$ cat config.mk
export PLATFORM = sky130hd
export DESIGN_NAME = pmem_line_responder
export DESIGN_NICKNAME = d
export VERILOG_FILES = /design/src/rtl/lc3b_types.sv /design/src/rtl/pmem_line_responder_assembler.sv /design/src/rtl/pmem_line_responder.sv
export SDC_FILE = /design/constraint.sdc
export NUM_CORES = 1
export LEC_CHECK = 0
export CAP_MARGIN = 0
export CORE_AREA = 2 2 264 266
export CTS_BUF_LIST = sky130_fd_sc_hd__clkbuf_4
export DETAILED_ROUTE_END_ITERATION = 8
export DIE_AREA = 0 0 266 268
export PLACE_DENSITY_LB_ADDON = 0.12
export SLEW_MARGIN = 10
export SYNTH_ARGS = -nofsm -noshare
export SYNTH_HDL_FRONTEND = slang
export SYNTH_HIERARCHICAL = 1
export SYNTH_SLANG_ARGS = --single-unit
$ cat constraint.sdc
create_clock -name clk -period 2.6 [get_ports clk]
set_clock_uncertainty 0.05 [all_clocks]
set_input_delay 0.65 -clock clk [delete_from_list [all_inputs] [get_ports clk]]
set_output_delay 0.65 -clock clk [all_outputs]
set_load 0.005 [all_outputs]
$ cat src/rtl/lc3b_types.sv
// Shared LC-3b memory-system types, line/beat geometry and the state
// encoding of the line responder.
package lc3b_types;

  typedef logic [15:0]  lc3b_word;
  typedef logic [255:0] lc3b_32bytes;
  typedef logic [63:0]  lc3b_beat;

  // A 32-byte line moves as four 64-bit beats.
  localparam int unsigned LC3B_BEATS_PER_LINE = 4;

  typedef enum logic [2:0] {
    ST_IDLE  = 3'd0,
    ST_XFER  = 3'd1,
    ST_DRAIN = 3'd2,
    ST_DELAY = 3'd3,
    ST_RESP  = 3'd4,
    ST_COOL  = 3'd5
  } pmem_state_e;

  // Align a byte address down to its 32-byte line.
  function automatic lc3b_word line_base(input lc3b_word addr);
    return {addr[15:5], 5'b00000};
  endfunction

  // Byte address of beat idx within the line starting at base.
  function automatic lc3b_word beat_addr(input lc3b_word base, input logic [1:0] idx);
    return base + {11'd0, idx, 3'b000};
  endfunction

endpackage

$ cat src/rtl/pmem_line_responder_assembler.sv
// Packs in-order 64-bit read beats into a 256-bit line. The line itself is
// only cleared by reset, so a completed line stays visible until the next
// read's first beat overwrites slot 0.
module line_beat_assembler
  import lc3b_types::*;
(
  input  logic        clk,
  input  logic        rst_n,
  input  logic        clear,
  input  logic        beat_valid,
  input  lc3b_beat    beat,
  output lc3b_32bytes line,
  output logic        full,
  output logic        last_beat
);

  lc3b_32bytes line_d, line_q;
  logic [1:0]  cnt_d, cnt_q;
  logic        full_d, full_q;

  // Store each accepted beat at the return pointer; beats past the fourth are dropped.
  always_comb begin
    line_d = line_q;
    cnt_d  = cnt_q;
    full_d = full_q;
    if (clear) begin
      cnt_d  = 2'd0;
      full_d = 1'b0;
    end else if (beat_valid && !full_q) begin
      line_d[{cnt_q, 6'b000000} +: 64] = beat;
      cnt_d = cnt_q + 2'd1;
      if (cnt_q == 2'd3) begin
        full_d = 1'b1;
      end else begin
        full_d = 1'b0;
      end
    end else begin
      full_d = full_q;
    end
  end

  // Line, return pointer and full flag registers.
  always_ff @(posedge clk or negedge rst_n) begin
    if (!rst_n) begin
      line_q <= '0;
      cnt_q  <= 2'd0;
      full_q <= 1'b0;
    end else begin
      line_q <= line_d;
      cnt_q  <= cnt_d;
      full_q <= full_d;
    end
  end

  assign line      = line_q;
  assign full      = full_q;
  assign last_beat = beat_valid && !full_q && (cnt_q == 2'd3);

endmodule

$ cat src/rtl/pmem_line_responder.sv
// Serves one 32-byte line read or write as four 64-bit beats on the beat
// bus, then pulses pmem_resp for one cycle. All outputs are registered; the
// first XFER cycle loads the beat outputs, so beat 0 is presented one cycle
// after the request is latched.
module pmem_line_responder
  import lc3b_types::*;
#(
  parameter int RESP_DELAY = 0
) (
  input  logic        clk,
  input  logic        rst_n,
  input  logic        pmem_read,
  input  logic        pmem_write,
  input  lc3b_word    pmem_address,
  input  lc3b_32bytes pmem_wdata,
  output lc3b_32bytes pmem_rdata,
  output logic        pmem_resp,
  output logic        mem_req,
  output logic        mem_we,
  output logic [15:0] mem_addr,
  output logic [63:0] mem_wbeat,
  input  logic        mem_ready,
  input  logic [63:0] mem_rbeat,
  input  logic        mem_rvalid
);

  localparam int DLY_W = (RESP_DELAY > 0) ? $clog2(RESP_DELAY + 1) : 1;
  localparam logic [DLY_W-1:0] DLY_LAST = DLY_W'((RESP_DELAY > 0) ? (RESP_DELAY - 1) : 0);

  pmem_state_e      state_d, state_q;
  lc3b_word         base_d, base_q;
  logic             op_d, op_q;            // 1 = line write
  lc3b_32bytes      wline_d, wline_q;
  logic [1:0]       issue_d, issue_q;
  logic [DLY_W-1:0] delay_d, delay_q;

  logic             mem_req_d, mem_req_q;
  logic             mem_we_d, mem_we_q;
  lc3b_word         mem_addr_d, mem_addr_q;
  lc3b_beat         mem_wbeat_d, mem_wbeat_q;
  logic             pmem_resp_d, pmem_resp_q;

  logic             accept_s;
  logic             beat_take_s;
  logic             clear_s;
  logic             ret_full_s;
  logic             ret_last_s;
  logic             returns_done_s;
  pmem_state_e      done_state_s;

  assign accept_s       = mem_req_q & mem_ready;
  assign clear_s        = (state_q == ST_IDLE) & (pmem_read | pmem_write);
  assign beat_take_s    = mem_rvalid & ~op_q &
                          ((state_q == ST_XFER) | (state_q == ST_DRAIN));
  assign returns_done_s = ret_full_s | ret_last_s;

  line_beat_assembler u_asm (
    .clk        (clk),
    .rst_n      (rst_n),
    .clear      (clear_s),
    .beat_valid (beat_take_s),
    .beat       (mem_rbeat),
    .line       (pmem_rdata),
    .full       (ret_full_s),
    .last_beat  (ret_last_s)
  );

  // Where a finished transfer goes: straight to RESP when no idle gap is configured.
  always_comb begin
    if (RESP_DELAY == 0) begin
      done_state_s = ST_RESP;
    end else begin
      done_state_s = ST_DELAY;
    end
  end

  // Next-state logic, request latching and beat/delay counters.
  always_comb begin
    state_d = state_q;
    base_d  = base_q;
    op_d    = op_q;
    wline_d = wline_q;
    issue_d = issue_q;
    delay_d = delay_q;
    case (state_q)
      ST_IDLE: begin
        if (pmem_read || pmem_write) begin
          // A simultaneous read and write is served as the write.
          base_d  = line_base(pmem_address);
          op_d    = pmem_write;
          wline_d = pmem_wdata;
          issue_d = 2'd0;
          delay_d = '0;
          state_d = ST_XFER;
        end else begin
          state_d = ST_IDLE;
        end
      end
      ST_XFER: begin
        if (accept_s) begin
          issue_d = issue_q + 2'd1;
          if (issue_q == 2'd3) begin
            if (op_q || returns_done_s) begin
              state_d = done_state_s;
            end else begin
              state_d = ST_DRAIN;
            end
          end else begin
            state_d = ST_XFER;
          end
        end else begin
          state_d = ST_XFER;
        end
      end
      ST_DRAIN: begin
        if (returns_done_s) begin
          state_d = done_state_s;
        end else begin
          state_d = ST_DRAIN;
        end
      end
      ST_DELAY: begin
        if (delay_q == DLY_LAST) begin
          delay_d = '0;
          state_d = ST_RESP;
        end else begin
          delay_d = delay_q + DLY_W'(1);
        end
      end
      ST_RESP: begin
        state_d = ST_COOL;
      end
      ST_COOL: begin
        // Requester is still dropping its request here; ignore it.
        state_d = ST_IDLE;
      end
      default: begin
        state_d = ST_IDLE;
      end
    endcase
  end

  // Registered beat-bus and response outputs, computed one cycle ahead.
  always_comb begin
    mem_req_d   = (state_q == ST_XFER) && !(accept_s && (issue_q == 2'd3));
    mem_we_d    = 1'b0;
    mem_addr_d  = 16'h0000;
    mem_wbeat_d = 64'h0;
    if (mem_req_d) begin
      mem_we_d    = op_q;
      mem_addr_d  = beat_addr(base_q, issue_d);
      mem_wbeat_d = wline_q[{issue_d, 6'b000000} +: 64];
    end else begin
      mem_we_d    = 1'b0;
    end
    pmem_resp_d = (state_d == ST_RESP);
  end

  // State, latched request and output registers.
  always_ff @(posedge clk or negedge rst_n) begin
    if (!rst_n) begin
      state_q     <= ST_IDLE;
      base_q      <= 16'h0000;
      op_q        <= 1'b0;
      wline_q     <= '0;
      issue_q     <= 2'd0;
      delay_q     <= '0;
      mem_req_q   <= 1'b0;
      mem_we_q    <= 1'b0;
      mem_addr_q  <= 16'h0000;
      mem_wbeat_q <= 64'h0;
      pmem_resp_q <= 1'b0;
    end else begin
      state_q     <= state_d;
      base_q      <= base_d;
      op_q        <= op_d;
      wline_q     <= wline_d;
      issue_q     <= issue_d;
      delay_q     <= delay_d;
      mem_req_q   <= mem_req_d;
      mem_we_q    <= mem_we_d;
      mem_addr_q  <= mem_addr_d;
      mem_wbeat_q <= mem_wbeat_d;
      pmem_resp_q <= pmem_resp_d;
    end
  end

  assign mem_req   = mem_req_q;
  assign mem_we    = mem_we_q;
  assign mem_addr  = mem_addr_q;
  assign mem_wbeat = mem_wbeat_q;
  assign pmem_resp = pmem_resp_q;

endmodule
==> images/wires.png <==
Two of the layers only.
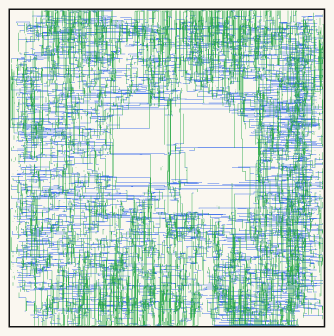
Key: green = metal 2 [wire length 38.4 mm]; blue = metal 1 [wire length 30.3 mm]

==> images/clocks.png <==
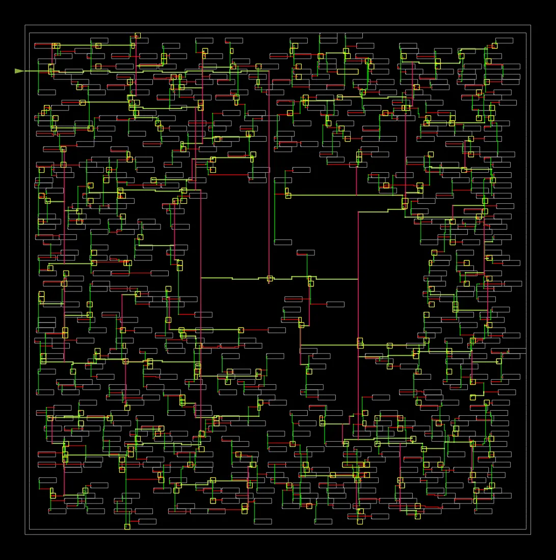
Seq cells: 612
clock buffers: 241
Clock Latency Late Sink: 0.94 ns
CTS Sinks: 612

==> run_results.csv <==
group,metric,value,unit
run_status,status,"complete, no violations",
final_timing,hold_violations,0,
synth,ys_ff,612,
place,hpwlAfterDp,55600,um
pwr,power.switching,11.7,mW
final_layout,largest_class,"sequential cells",
synth,top_logic_kind,"multiplexers",
routing,avgRoutedWirePerCell,22.6,um
setup_path,crit_cells,7,
global_route,use_met3,9.64,%
setup_path,crit_path_start,"state_q[1]",
floorplan,nWellTaps,882,
final_timing,whs,0.233,ns
cts,cts_resized,336,
setup_path,crit_chain,"xnor2_1, nor4b_2, nor2b_1, and2_1, o311ai_0, a2111oi_0, buf_4",
place,dp.cells,3120,
pwr,clkPwrFrac,23.2,%
final_layout,seq_area,15300,um^2
synth,synthMuxAreaShare,15.5,%
routing,drtIter0Drc,703,
routing,highest_layer,"met5",
setup_path,crit_family,"AND-OR/OR-AND gates",
final_layout,utilization,50.0,%
setup_path,end_kind,"flip-flop",
setup_path,path_buffers,1,
cts,cts_max_path_buffers,3,
synth,yosys_cells,1594,
setup_path,rr_endpoint,"pmem_resp",
setup_path,start_kind,"flip-flop",
routing,dr_wl_met3,7520,um
synth,top_cell_area_share,65.1,%
global_route,use_met1,25.1,%
flow_run,drv_cap,0,
routing,drtPass1Iterations,5,
global_route,grt_most_used_layer,"met2",
cts,cts_setup_buffers,57,
setup_path,worst_path_max_delay_cell,"a2111oi_0",
synth,ys_sh_adder,0.319,%
setup_path,critical_path_class,"flip-flop to flip-flop",
synth,avgSynthCellArea,14.8,um^2
cts,cts_buffers,165,
place,placed_area,32000,um^2
final_timing,rsz0062_at_grt,"false",
final_layout,nets,2811,
final_layout,logic_gates,852,
final_timing,setup_violations,0,
final_layout,final_cells,3475,
floorplan,chipArea,71300,um^2
final_timing,maxSlewHeadroom,62.3,%
floorplan,num_rows,96,
cts,clk_pin_slew_worst_paths,0.06,ns
pwr,power_leader,"registers",
pwr,leakagePower,16.8,nW
synth,yosysWarnings,6,
synth,syn_area,23500,um^2
setup_path,crit_arrival,3.19,ns
final_layout,fillers,6143,
final_timing,fin_tns_setup,0,ns
floorplan,core,68200,um^2
pwr,power.internal,24.7,mW
setup_path,r2r_start,"state_q[1]",
final_layout,diodes,15,
final_timing,period_used_share,92.5,%
final_layout,n_all_buffers,826,
final_layout,comb_share,22.4,%
floorplan,fp.dieH,268,um
floorplan,fp_util,34.5,%
routing,vias_per_cell,5.04,
synth,synth.distinct_cells,44,
setup_path,reg2reg_depth,7,
cts,cts_tree,"yes",
final_layout,bufAreaShareNonClock,23.3,%
synth,aoi_share,12.6,%
floorplan,die_width,266,um
pwr,powerDensity,1070,nW/um^2
cts,hold_buffers,1,
final_layout,synthToLayoutAreaGrowth,45.0,%
setup_path,rrSetupSlack,0.19,ns
pwr,sw_frac_of_total,32.0,%
synth,top_cell,"dfrtp_1",
final_layout,seq_share,44.9,%
place,globalplace.congestion,0.834,
pwr,peakVddDrop,0.559,mV
synth,netlist_top_cells_count,"612 x dfrtp_1, 267 x mux2_2, 257 x a22o_1",
place,place_ws,-0.233,ns
final_layout,layout.cells.most_common,"dfrtp_1",
synth,yosys_area,23500,um^2
global_route,grt_pass1_wl,117000,um
final_layout,layout_top_cells,"612 x dfrtp_1, 336 x dlygate4sd2_1, 335 x clkdlybuf4s50_1, 267 x mux2_2, 257 x a22o_1",
pwr,clock_net_power,8.43,mW
cts,htree_levels,4,
final_layout,combGateArea,7640,um^2
final_layout,drive_gt1_share,27.0,%
final_layout,clock_area_share,6.02,%
synth,yosysTopAreaCell,"dfrtp_1",
synth,ff_type,"dfrtp_1",
==> images/flops_by_reg.png <==
Bar = 100 um.
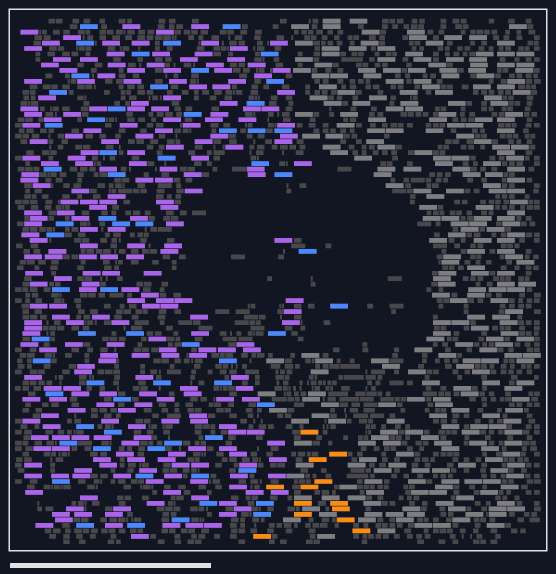
Key: blue = `mem_wbeat` [sequential cells 64]; purple = `wline_q` [sequential cells 256]; orange = `mem_addr` [sequential cells 13, where south]
Another 279 sequential cells are not colored.

Power is estimated from default activity; no workload was simulated.
